**src/rtl/sdram_arbit.sv**
```systemverilog
// SDRAM command-bus arbiter: refresh > write > read. A grant is registered one edge after the ARBIT decision, held until the owner's *_end, and followed by at least one NOP cycle.
// Optional SDRAM_ARBIT_RR_EN alternates write/read when both request together; refresh keeps absolute priority.
module sdram_arbit #(
  parameter int ADDR_W = 13,
  parameter int BA_W   = 2,
  parameter int DQ_W   = 16
) (
  input  logic              sdram_clk,
  input  logic              sdram_rst_n,
  input  logic              init_end,
  input  logic [3:0]        init_cmd,
  input  logic [BA_W-1:0]   init_ba,
  input  logic [ADDR_W-1:0] init_addr,
  input  logic              aref_req,
  input  logic              aref_end,
  input  logic [3:0]        aref_cmd,
  input  logic [BA_W-1:0]   aref_ba,
  input  logic [ADDR_W-1:0] aref_addr,
  input  logic              wr_req,
  input  logic              wr_end,
  input  logic [3:0]        wr_cmd,
  input  logic [BA_W-1:0]   wr_ba,
  input  logic [ADDR_W-1:0] wr_addr,
  input  logic              wr_dq_oe,
  input  logic [DQ_W-1:0]   wr_data,
  input  logic              rd_req,
  input  logic              rd_end,
  input  logic [3:0]        rd_cmd,
  input  logic [BA_W-1:0]   rd_ba,
  input  logic [ADDR_W-1:0] rd_addr,
  output logic              aref_en,
  output logic              wr_en,
  output logic              rd_en,
  output logic              sdram_cke,
  output logic              sdram_cs_n,
  output logic              sdram_ras_n,
  output logic              sdram_cas_n,
  output logic              sdram_we_n,
  output logic [BA_W-1:0]   sdram_ba,
  output logic [ADDR_W-1:0] sdram_addr,
  output logic [DQ_W-1:0]   sdram_dq_out,
  output logic              sdram_dq_oe
);

  localparam logic [3:0] CMD_NOP = 4'b0111;

  typedef enum logic [2:0] {
    S_INIT  = 3'd0,
    S_ARBIT = 3'd1,
    S_AREF  = 3'd2,
    S_WRITE = 3'd3,
    S_READ  = 3'd4
  } state_t;

  state_t state_q, state_d;
  logic   aref_en_q, wr_en_q, rd_en_q;
  state_t burst_pick;
  logic [3:0] cmd;

`ifdef SDRAM_ARBIT_RR_EN
  logic last_wr_q;

  // Contention between write and read goes to whichever did not own the bus last.
  always_comb begin
    burst_pick = S_ARBIT;
    if (wr_req && rd_req) burst_pick = last_wr_q ? S_READ : S_WRITE;
    else if (wr_req)      burst_pick = S_WRITE;
    else if (rd_req)      burst_pick = S_READ;
  end

  always_ff @(posedge sdram_clk or negedge sdram_rst_n) begin
    if (!sdram_rst_n) begin
      last_wr_q <= 1'b0;
    end else if (state_q == S_ARBIT && state_d == S_WRITE) begin
      last_wr_q <= 1'b1;
    end else if (state_q == S_ARBIT && state_d == S_READ) begin
      last_wr_q <= 1'b0;
    end
  end
`else
  always_comb begin
    burst_pick = S_ARBIT;
    if (wr_req)      burst_pick = S_WRITE;
    else if (rd_req) burst_pick = S_READ;
  end
`endif

  always_ff @(posedge sdram_clk or negedge sdram_rst_n) begin
    if (!sdram_rst_n) begin
      state_q   <= S_INIT;
      aref_en_q <= 1'b0;
      wr_en_q   <= 1'b0;
      rd_en_q   <= 1'b0;
    end else begin
      state_q   <= state_d;
      aref_en_q <= (state_d == S_AREF);
      wr_en_q   <= (state_d == S_WRITE);
      rd_en_q   <= (state_d == S_READ);
    end
  end

  always_comb begin
    state_d = state_q;
    case (state_q)
      S_INIT:  if (init_end) state_d = S_ARBIT;
      S_ARBIT: begin
        if (!init_end)     state_d = S_INIT;
        else if (aref_req) state_d = S_AREF;
        else               state_d = burst_pick;
      end
      S_AREF:  if (aref_end) state_d = S_ARBIT;
      S_WRITE: if (wr_end)   state_d = S_ARBIT;
      S_READ:  if (rd_end)   state_d = S_ARBIT;
      default: state_d = S_INIT;
    endcase
  end

  // Pins are forced to NOP while reset is asserted, even though INIT normally passes init_cmd through.
  always_comb begin
    cmd          = CMD_NOP;
    sdram_ba     = '1;
    sdram_addr   = '1;
    sdram_dq_oe  = 1'b0;
    sdram_dq_out = '0;
    if (sdram_rst_n) begin
      case (state_q)
        S_INIT: begin
          cmd        = init_cmd;
          sdram_ba   = init_ba;
          sdram_addr = init_addr;
        end
        S_AREF: begin
          cmd        = aref_cmd;
          sdram_ba   = aref_ba;
          sdram_addr = aref_addr;
        end
        S_WRITE: begin
          cmd          = wr_cmd;
          sdram_ba     = wr_ba;
          sdram_addr   = wr_addr;
          sdram_dq_oe  = wr_dq_oe;
          sdram_dq_out = wr_data;
        end
        S_READ: begin
          cmd        = rd_cmd;
          sdram_ba   = rd_ba;
          sdram_addr = rd_addr;
        end
        default: ;
      endcase
    end
  end

  assign {sdram_cs_n, sdram_ras_n, sdram_cas_n, sdram_we_n} = cmd;
  assign sdram_cke = 1'b1;
  assign aref_en   = aref_en_q;
  assign wr_en     = wr_en_q;
  assign rd_en     = rd_en_q;

endmodule

```
**config.mk**
```make
export PLATFORM = sky130hd
export DESIGN_NAME = sdram_arbit
export DESIGN_NICKNAME = d
export VERILOG_FILES = /design/src/rtl/sdram_arbit.sv
export SDC_FILE = /design/constraint.sdc
export NUM_CORES = 1
export LEC_CHECK = 0
export CORE_ASPECT_RATIO = 1.1
export CORE_MARGIN = 1.5
export CORE_UTILIZATION = 27
export CTS_BUF_LIST = sky130_fd_sc_hd__clkbuf_16
export CTS_CLUSTER_DIAMETER = 120
export DETAILED_ROUTE_END_ITERATION = 8
export GPL_TIMING_DRIVEN = 0
export PLACE_DENSITY_LB_ADDON = 0.15
export RECOVER_POWER = 25
export REMOVE_ABC_BUFFERS = 1
export SKIP_CTS_REPAIR_TIMING = 1
export SLEW_MARGIN = 5
export SYNTH_ARGS = -nofsm -noshare
export SYNTH_HDL_FRONTEND = slang
export SYNTH_SLANG_ARGS = --single-unit
```
**constraint.sdc**
```tcl
create_clock -name sdram_clk -period 1.9 [get_ports sdram_clk]
set_input_delay 0.38 -clock sdram_clk [delete_from_list [all_inputs] [get_ports sdram_clk]]
set_output_delay 0.38 -clock sdram_clk [all_outputs]
set_load 0.05 [all_outputs]
```
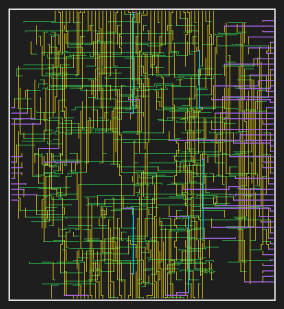
**Above:** run 1 (signal wires by layer).
Scale: 4 px per um.
| layer | colour | wire length |
|---|---|---|
| metal 2 | yellow | 3,380 um |
| metal 1 | green | 2,070 um |
| metal 3 | purple | 441 um |
| metal 4 | cyan | 94.5 um |

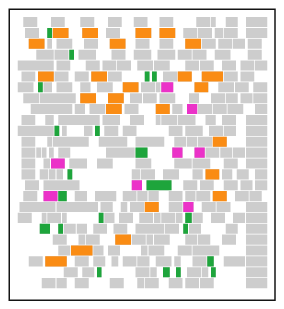
**Above:** run 1 (gate-type map).
Scale: 4 px per um.
| family | colour | cells |
|---|---|---|
| mux cells | orange | 24 |
| nand cells | green | 21 |
| non-inverting ao/oa cells | magenta | 8 |

==> results.txt, run 1 <==
run metrics: Hold Path Class=in -> async, Num CTS Buffers=3, Clock transition at path regs=0.03 ns, failing checks=setup timing, placed insts=330, Setup crit start kind=register, first-pass GRT wire length=8004 um, non-filler cells in the finished layout=347, tool warnings=26, yosys stat cell total=152, largest net degree at the start of global routing=35, pins over their slew limit=0, post-layout minimum cycle time=2.065 ns, CTS tree=built, Adder Area Share=0%, Core Util at FP=27.76%, Synth top cells by count=18 x and2_1, 15 x mux2_2, 14 x nand2_1, 10 x a21oi_1, 9 x o21ai_0, average wire per standard cell=17.24 um, final hold violations=0, Synth Area in Compound Gates=30.72%, H-Tree Depth=1, drt first-iter violations=20, Crit Path Max Fanout=7, CP required=1.52 ns, comb area leader=AND-OR/OR-AND gates, CP Capture Type=output pin, yosys simple share=22.35%, outcome=complete, but fails checks, Worst-Margin Slew=0.5057 ns, Max Freq=0.4841 GHz, Synth top cell by count=and2_1, XOR-XNOR Cells, Area Fraction=0%, dominant register cell=dfrtp_1, maximum vdd drop=1.307 mV, unrepaired setup endpoints after global routing=yes, Async S/R FF share, synth=100.0%, post-DR vias/cell=5.023, net count reported at finish=397, RR Startpoint=state_q[0], Die X=66.06 um, FP Rows=25, share of cells above drive strength 1=39.25%, leakage power=1.171 nW, Overflow after GRT=0, worst path arrival time=1.69 ns, flops out of synthesis=6, TritonRoute pass-1 iters=5, port bufs=140, Seq/Total Area, Yosys=12.71%, flop2flop setup slack=0.31 ns, Final Skew=0.001691 ns, mapped cell area=1181 um^2, Worst-Skew Late Latency=0.23 ns, CTS max path bufs=2, Avg Inst Size Synth=7.771 um^2, core area=4254 um^2, Mapped Cells=152, flip-flops with a built-in enable=0, DIE AREA=4781 um^2, Yosys warnings=0, FF-to-FF End=aref_en, Syn-to-layout area delta=154.6%, final WL=5983 um, largest area contributor in the netlist=mux2_2, filler instances=374, Final period util=108.7%, drt drc=0, top cell type's share of synthesized area=14.30%, setup ws final=-0.1655 ns, Total Routing Usage GR=21.15%, Die Ht=72.37 um, YS chip area=1181 um^2, antenna cell count=0, Worst slew margin=66.18%, clk root buf=clkbuf_16, via count=1,743, I/O pin total=142, Top area cell types=mux2_2 14%, dfrtp_1 13%, and2_1 9.5%, antenna-violating nets left=0, Multiplexer share=22.78%, GPL Wtd Cong=0.7736, vias in the first global route=1,667, path depth of the worst reg2reg path=6, Max-Cap Viols=0, logic area=1050 um^2, final core utilization=70.68%, post-DP HPWL=4158 um, Setup violations, final=36, Yosys cell types=34, register cell area after layout=161.4 um^2, initial antenna violation count=0, Crit Path Class=reg -> out, Pwr Density=1065 nW/um^2
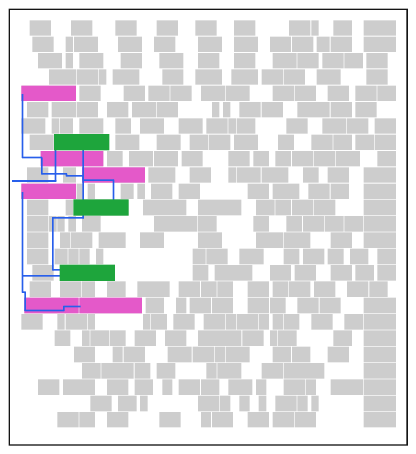
**Above:** run 1 (clock network drawn from the DEF).
Scale: 6 px per um.
[flip-flops] magenta | count: 6
[clock drivers] green | count: 3
[clock wires] blue | length: 120 um
routed clock nets: 4

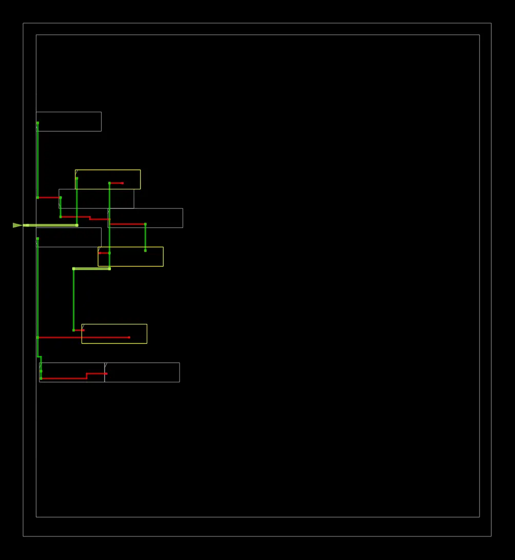
**Above:** run 1 (the clock network).
clk sink count: 6
flop count: 6

[run 1: how the worst max path moves through the flow]
stage	slack, ns	end	from
finish	-0.17	sdram_cs_n	state_q[0]
global route	-0.20	sdram_we_n	state_q[0]
CTS	-1.65	sdram_we_n	state_q[0]
detailed placement	-1.59	sdram_dq_out[14]	sdram_rst_n
global placement	-1.56	sdram_dq_out[14]	sdram_rst_n
floorplan	-0.60	sdram_addr[12]	state_q[2]
[run 1: routing by layer]
metal,global-route usage [%],up-vias,share of wire (%)
li1,-,835,-
met1,21.61,816,35
met2,41.75,82,56
met3,4.961,10,7.4
met4,6.349,0,1.6
met5,0,-,0
[run 1: state kept, by name, summed over array words and instances, names as in the netlist]
| register | count |
|---|---|
| state_q | 3 |
| aref_en | 1 |
| wr_en | 1 |
| rd_en | 1 |
[run 1: where the power goes]
| part | switching [mW] | total [mW] | leakage [nW] | internal, mW |
|---|---|---|---|---|
| clock network | 0.0708 | 0.341 | 0.0370 | 0.270 |
| logic | 1.42 | 2.59 | 1.06 | 1.18 |
| registers | 0.0876 | 0.269 | 0.0756 | 0.181 |
[run 1: metrics by stage]
stage | setup slack, ns | hold WS [ns] | power [mW] | TNS (ns) | instance area (um^2)
after floorplan | -0.5974 | 0.08441 | 1.584 | -14.21 | 1069
after global placement | -1.565 | 0.8872 | 2.308 | -51.48 | 2537
after detailed placement | -1.587 | 0.8917 | 2.320 | -52.04 | 2537
after CTS | -1.648 | 0.7107 | 2.674 | -56.73 | 2613
after global routing | -0.2031 | 0.08510 | 3.351 | -5.687 | 3007
final | -0.1655 | 0.06936 | 3.202 | -3.665 | 3007
[run 1: logic make-up (layout without fill, tap and decap cells)]
group | after synthesis | count (layout)
DFF | 6 | 6
and+or+nand+nor | 49 | 52
buffers and inverters | 21 | 159
muxes | 24 | 24
other | 1 | 1
AOI/OAI and AO/OA | 51 | 51
[run 1: placed cells by master, fill, tap and decap left out, drive strengths merged, types with 6 or more instances in the layout]
cell type / instances
clkdlybuf4s50: 103
buf: 47
and2: 18
mux2: 17
nand2: 14
o22ai: 13
a21oi: 11
o21ai: 11
nor2: 9
mux2i: 7
dfrtp: 6
[run 1: worst max-delay path: stages (launching register included)]
cell and delay [ns]:
dfrtp_4 0.51, buf_6 0.15, or2_4 0.29, o22a_1 0.21, nor2_1 0.11, buf_6 0.18
[run 1: area by class of cell]
type	count	area share [%]
Inverter	5	0.7907
Tap cell	54	2.247
Multi-Input combinational cell	128	34.91
Timing Repair Buffer	151	54.18
Sequential cell	6	5.368
Clock buffer	3	2.497
==> run 2, diff against run 1 <==
--- a/config.mk
+++ b/config.mk
@@ -16,7 +16,8 @@
 export RECOVER_POWER = 25
 export REMOVE_ABC_BUFFERS = 1
 export SKIP_CTS_REPAIR_TIMING = 1
-export SLEW_MARGIN = 5
+export SKIP_LAST_GASP = 1
+export SLEW_MARGIN = 20
 export SYNTH_ARGS = -nofsm -noshare
 export SYNTH_HDL_FRONTEND = slang
 export SYNTH_SLANG_ARGS = --single-unit
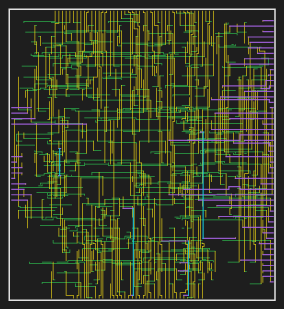
**Above:** run 2 (signal wires by layer).
Scale: 4 px per um.
| layer | colour | wire length |
|---|---|---|
| metal 1 | green | 2,110 um |
| metal 4 | cyan | 68.7 um |
| metal 3 | purple | 447 um |
| metal 2 | yellow | 3,260 um |

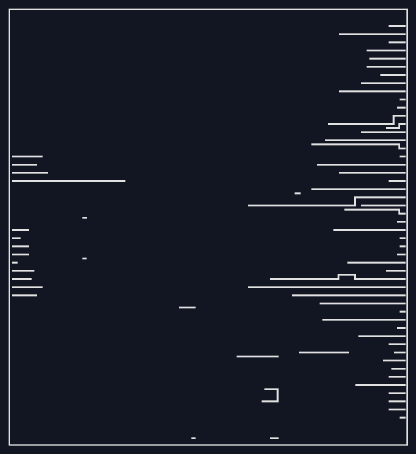
**Above:** run 2 (M3 wires).
Scale: 6 px per um.
longest straight run: 26.0 um
wire length on this layer: 447 um
share of all routed wire: 7.6%

==> results.txt, run 2 <==
run metrics: Final Skew=0.001837 ns (+0.0001462 ns), Avg Inst Size Synth=7.771 um^2 (unchanged), post-layout minimum cycle time=2.145 ns (+0.07913 ns), TritonRoute pass-1 iters=4 (-1), largest net degree at the start of global routing=35 (unchanged), Max Freq=0.4663 GHz (-3.7%), via count=1,723 (-1.1%), setup ws final=-0.2446 ns (-0.07913 ns), Die Ht=72.37 um (unchanged), FP Rows=25 (unchanged), clk sink count=6 (unchanged), Mapped Cells=152 (unchanged), Setup crit start kind=register, most frequent logic cells in the routed design=103 x clkdlybuf4s50_1, 19 x buf_4, 17 x buf_8, post-DP HPWL=4121 um (-0.89%), final hold violations=0 (unchanged), Yosys cell types=34 (unchanged), outcome=complete, but fails checks, dominant register cell=dfrtp_1, CP Capture Type=output pin, YS chip area=1181 um^2 (unchanged), drt first-iter violations=28 (+40%), Worst-Margin Slew=0.5058 ns (+0.00005019 ns), Crit Path Class=reg -> out, port bufs=140 (unchanged), hold slack=0.06796 ns (-0.001394 ns), Synth top cell by count=and2_1, Crit Path Max Fanout=7 (unchanged), DIE AREA=4781 um^2 (unchanged), net count reported at finish=401 (+1.0%), post-DR vias/cell=4.909 (-2.3%), most used logic cell in the final layout=clkdlybuf4s50_1, Yosys warnings=0 (unchanged), worst slack, placed=-1.586 ns (+0.0009200 ns), final WL=5883 um (-1.7%), Core Util at FP=27.76% (unchanged), Overflow after GRT=0 (unchanged), unrepaired setup endpoints after global routing=yes, CP required=1.52 ns (about the same), filler instances=382 (+2.1%), Total Routing Usage GR=20.96% (-0.19 points), maximum vdd drop=1.172 mV (-10%), total power=3.140 mW (-2.0%), Hold Path Class=in -> async, antenna cell count=0 (unchanged), Num CTS Buffers=3 (unchanged), flip-flops with a built-in enable=0 (unchanged), Syn-to-layout area delta=149.9%, GPL Wtd Cong=0.7736 (unchanged), I/O pin total=142 (unchanged), H-Tree Depth=1 (unchanged), Largest Register=state_q, flops out of synthesis=6 (unchanged), Seq/Total Area, Yosys=12.71% (unchanged), Synth top cells by count=18 x and2_1, 15 x mux2_2, 14 x nand2_1, 10 x a21oi_1, 9 x o21ai_0, yosys stat cell total=152 (unchanged), mapped cell area=1181 um^2 (unchanged), largest area contributor in the netlist=mux2_2, Worst-Skew Late Latency=0.23 ns (about the same), CTS tree=built, Setup TNS=-3.567 ns (+0.09847 ns), max reg flops=3 (unchanged), Worst slew margin=66.18% (about the same), Top area cell types=mux2_2 14%, dfrtp_1 13%, and2_1 9.5%, drt drc=0 (unchanged), Pwr Density=1064 nW/um^2 (-0.12%), Async S/R FF share, synth=100.0% (unchanged), Die X=66.06 um (unchanged), clk root buf=clkbuf_16, Max-Cap Viols=0 (unchanged), average wire per standard cell=16.76 um (-2.8%), antenna-violating nets left=0 (unchanged), first-pass GRT wire length=7935 um (-0.86%), vias in the first global route=1,590 (-4.6%), worst path arrival time=1.76 ns (+0.07 ns), pins over their slew limit=0 (unchanged), non-filler cells in the finished layout=351 (+1.2%), tool warnings=26 (unchanged), share of cells above drive strength 1=36.70% (-2.5 points), leakage power=1.168 nW (-0.21%), placed insts=330 (unchanged), failing checks=setup timing, core area=4254 um^2 (unchanged), Clock transition at path regs=0.03 ns (about the same), Setup violations, final=33 (-8.3%), initial antenna violation count=0 (unchanged), Final period util=112.9% (+4.2 points), top cell type's share of synthesized area=14.30% (unchanged), CTS max path bufs=2 (unchanged)
## run 2: cell counts after synthesis
Identical to the previous run, type by type.
## run 2: area by class of cell
type	count	area [um^2]	share of cell area, %
clock buffers	3	75.07	2.543
inverters	5	26.28	0.8902
multi-input cells	127	989.7	33.53
flip-flops and latches	6	161.4	5.468
well taps	54	67.56	2.289
repair buffers	156	1632	55.28
## run 2: cell families after synthesis
family	share of synthesized area (%)
buffers and inverters	11.12
DFF	12.71
AOI/OAI and AO/OA	30.72
and+or+nand+nor	22.35
other	0.3175
muxes	22.78
## run 2: metal layers
metal,wire length (um),global-route usage [%]
met1,2107,22.37
met2,3260,40.74
met3,446,5.736
met4,68,4.082
met5,0,0
## run 2: where the power goes
group	switching, mW	internal, mW	leakage (nW)
logic	1.38	1.16	1.06
registers	0.0805	0.181	0.0756
clock network	0.0694	0.270	0.0370
total	1.53	1.61	1.17
## run 2: final timing paths
| check | from | to | slack [ns] | cells after the start |
|---|---|---|---|---|
| setup / recovery | state_q[0] | sdram_cs_n | -0.24 | 6 |
| hold / removal | sdram_rst_n | state_q[2] | 0.07 | 1 |
| setup reg to reg | state_q[0] | aref_en | 0.22 | 7 |
| hold reg to reg | state_q[1] | state_q[2] | 0.86 | 2 |
| max in group asynchronous | sdram_rst_n | state_q[1] | 1.56 | 1 |
| min in group sdram_clk | state_q[1] | state_q[2] | 0.86 | 2 |
## run 2: stage by stage
stage	util, %	area (um^2)
4_1_cts	61.47	2615
5_1_grt	69.38	2952
3_5_place_dp	59.71	2540
3_3_place_gp	59.65	2537
2_1_floorplan	-	1069
6_report	69.38	2952
## run 2: critical path, cell delays in order (launching register included)
cell and delay [ns]:
dfrtp_4 0.50, buf_8 0.15, or2_4 0.26, buf_12 0.14, o22a_1 0.18, nor2_1 0.13, buf_6 0.18
==> run 3, diff against run 2 <==
--- a/config.mk
+++ b/config.mk
@@ -12,7 +12,7 @@
 export CTS_CLUSTER_DIAMETER = 120
 export DETAILED_ROUTE_END_ITERATION = 8
 export GPL_TIMING_DRIVEN = 0
-export PLACE_DENSITY_LB_ADDON = 0.15
+export PLACE_DENSITY = 0.92
 export RECOVER_POWER = 25
 export REMOVE_ABC_BUFFERS = 1
 export SKIP_CTS_REPAIR_TIMING = 1
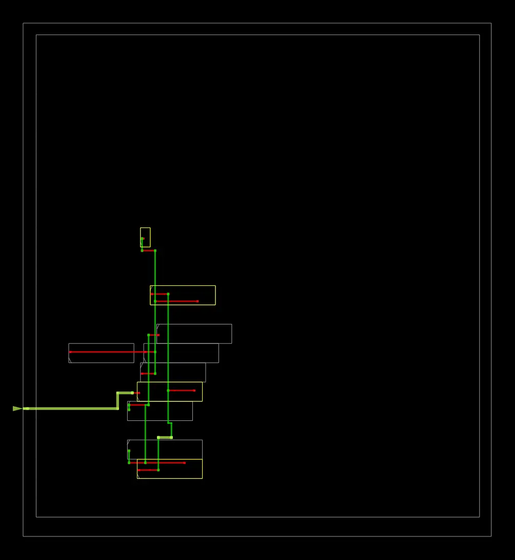
**Above:** run 3 (the clock network).
Clk power: 0.353 mW
Final Skew: 0.003801 ns
Worst-Skew Late Latency: 0.23 ns
Num CTS Buffers: 3
# clk buffers: 3

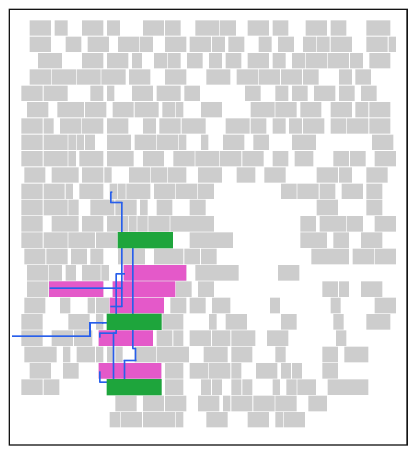
**Above:** run 3 (clock network drawn from the DEF).
Scale: 6 px per um.
[clock wires] blue | length: 128 um
[clock drivers] green | count: 3
[flip-flops] magenta | count: 6
routed clock nets: 4

==> results.txt, run 3 <==
run metrics: via count=1,743 (+1.2%), Seq/Total Area, Yosys=12.71% (unchanged), non-filler cells in the finished layout=355 (+1.1%), final hold violations=0 (unchanged), Mapped Cells=152 (unchanged), setup ws final=-0.1661 ns (+0.07852 ns), Crit Path Class=reg -> out, DIE AREA=4781 um^2 (unchanged), outcome=complete, but fails checks, Setup TNS=-3.894 ns (-0.3272 ns), failing checks=setup timing, Design Area, Final=2843 um^2 (-3.7%), Clock transition at path regs=0.04 ns (about the same), XOR-XNOR Cells, Area Fraction=0% (unchanged), I/O pin total=142 (unchanged), Crit Path Max Fanout=10 (+3), Avg Inst Size Synth=7.771 um^2 (unchanged), Setup violations, final=36 (+9.1%), average wire per standard cell=16.50 um (-1.5%), vias in the first global route=1,543 (-3.0%), Core Util at FP=27.76% (unchanged), yosys stat cell total=152 (unchanged), Synth top cells by count=18 x and2_1, 15 x mux2_2, 14 x nand2_1, 10 x a21oi_1, 9 x o21ai_0, Die Ht=72.37 um (unchanged), tool warnings=26 (unchanged), comb area leader=AND-OR/OR-AND gates, initial antenna violation count=0 (unchanged), Synth top cell by count=and2_1, maximum vdd drop=0.8245 mV (-30%), path depth of the worst reg2reg path=7 (unchanged), first-pass GRT wire length=7376 um (-7.0%), Adder Area Share=0% (unchanged), Async S/R FF share, synth=100.0% (unchanged), Die X=66.06 um (unchanged), largest area contributor in the netlist=mux2_2, CP Capture Type=output pin, H-Tree Depth=1 (unchanged), Pwr Density=1112 nW/um^2 (+4.5%), yosys simple share=22.35% (unchanged), FP Rows=25 (unchanged), Syn-to-layout area delta=140.7%, final core utilization=66.82% (-2.6 points), Total Routing Usage GR=19.46% (-1.5 points), Setup crit start kind=register, CTS max path bufs=2 (unchanged), CTS tree=built, Synth Area in Compound Gates=30.72% (unchanged), final WL=5858 um (-0.42%), Worst slew margin=65.87% (-0.31 points), pins over their slew limit=0 (unchanged), top cell type's share of synthesized area=14.30% (unchanged), placed insts=330 (unchanged), flip-flops with a built-in enable=0 (unchanged), TritonRoute pass-1 iters=5 (+1), antenna cell count=0 (unchanged), post-DP HPWL=3873 um (-6.0%), port bufs=140 (unchanged), Yosys warnings=0 (unchanged), unrepaired setup endpoints after global routing=yes, net count reported at finish=404 (+0.75%), Worst-Margin Slew=0.5104 ns (+0.004619 ns), leakage power=1.136 nW (-2.8%), worst path arrival time=1.69 ns (-0.07 ns), Multiplexer share=22.78% (unchanged), Largest Register=state_q, crit-path cells=buf_4, mux2_2, o22ai_2, nand2_1, buf_2, drt drc=0 (unchanged), mapped cell area=1181 um^2 (unchanged), clk root buf=clkbuf_16, drt first-iter violations=46 (+64%), core area=4254 um^2 (unchanged), total power=3.161 mW (+0.69%), largest stage delay on the critical path=0.52 ns (+0.02 ns), most used logic cell in the final layout=clkdlybuf4s50_1, CP max stage cell=dfrtp_4, post-DR vias/cell=4.910 (about the same), share of cells above drive strength 1=33.89% (-2.8 points), Hold Path Class=in -> async, antenna-violating nets left=0 (unchanged), Yosys cell types=34 (unchanged), crit path buf inv count=2 (-1), post-layout minimum cycle time=2.066 ns (-0.07852 ns), GPL Wtd Cong=0.6891 (-11%), Max-Cap Viols=0 (unchanged), most frequent logic cells in the routed design=103 x clkdlybuf4s50_1, 34 x buf_4, 18 x and2_1, top cell family by delay on the critical path=flip-flops, FF-to-FF End=aref_en, clk sink count=6 (unchanged), Overflow after GRT=0 (unchanged), YS chip area=1181 um^2 (unchanged), Top area cell types=mux2_2 14%, dfrtp_1 13%, and2_1 9.5%, Final period util=108.7% (-4.1 points), max reg flops=3 (unchanged), largest net degree at the start of global routing=35 (unchanged), CP required=1.52 ns (about the same), dominant register cell=dfrtp_1
run 3: cell counts after synthesis:
No cell type changed its count.
run 3: final cells by class:
| class | instances | area, um^2 |
|---|---|---|
| fillers | 363 | 1411 |
| clock inverters | 1 | 3.754 |
| well taps | 54 | 67.56 |
| multi-input cells | 128 | 991.0 |
| repair buffers | 158 | 1520 |
| clock buffers | 3 | 75.07 |
| flip-flops and latches | 6 | 161.4 |
| inverters | 5 | 23.77 |
run 3: worst max path at each step:
stage	start	to	slack, ns	cells after the start
after detailed placement	sdram_rst_n	sdram_dq_out[14]	-1.57	5
final	state_q[2]	sdram_addr[9]	-0.17	5
after CTS	sdram_rst_n	sdram_dq_out[14]	-1.59	5
after global placement	sdram_rst_n	sdram_dq_out[14]	-1.52	5
after floorplan	state_q[2]	sdram_addr[12]	-0.60	3
after global routing	state_q[2]	sdram_addr[9]	-0.20	5
run 3: through the flow:
stage	hold WS, ns	setup WS (ns)
2_1_floorplan	0.08441	-0.5974
3_3_place_gp	0.8671	-1.524
3_5_place_dp	0.8685	-1.566
4_1_cts	0.7222	-1.587
5_1_grt	0.07985	-0.1983
6_report	0.06682	-0.1661
run 3: worst register-to-register path: stages (launching register included):
cell and delay, ns:
dfrtp_4 0.52, buf_12 0.17, buf_12 0.14, buf_4 0.15
a21oi_1 0.20, o32a_1 0.22, inv_2 0.05, and2_1 0.12
run 3: layer usage:
metal / wire length [um] / track usage, % / vias up
met5: 0 / 0 / -
met4: 28 / 2.948 / 0
met3: 294 / 4.186 / 4
met2: 3125 / 35.13 / 64
met1: 2409 / 24.08 / 828
li1: - / - / 847
run 3: kinds of logic (layout without fill, tap and decap cells):
kind of cell	after synthesis	count (layout)
other	1	1
DFF	6	6
buffers and inverters	21	167
and+or+nand+nor	49	52
AOI/OAI and AO/OA	51	51
muxes	24	24
run 3: power breakdown:
part / leakage (nW) / total (mW) / switching [mW] / internal, mW
Sequential: 0.0756 / 0.257 / 0.0755 / 0.181
Clock: 0.0423 / 0.353 / 0.0793 / 0.274
Combinational: 1.02 / 2.55 / 1.42 / 1.13
Total: 1.14 / 3.16 / 1.58 / 1.58
Power is estimated from default activity; no workload was simulated.
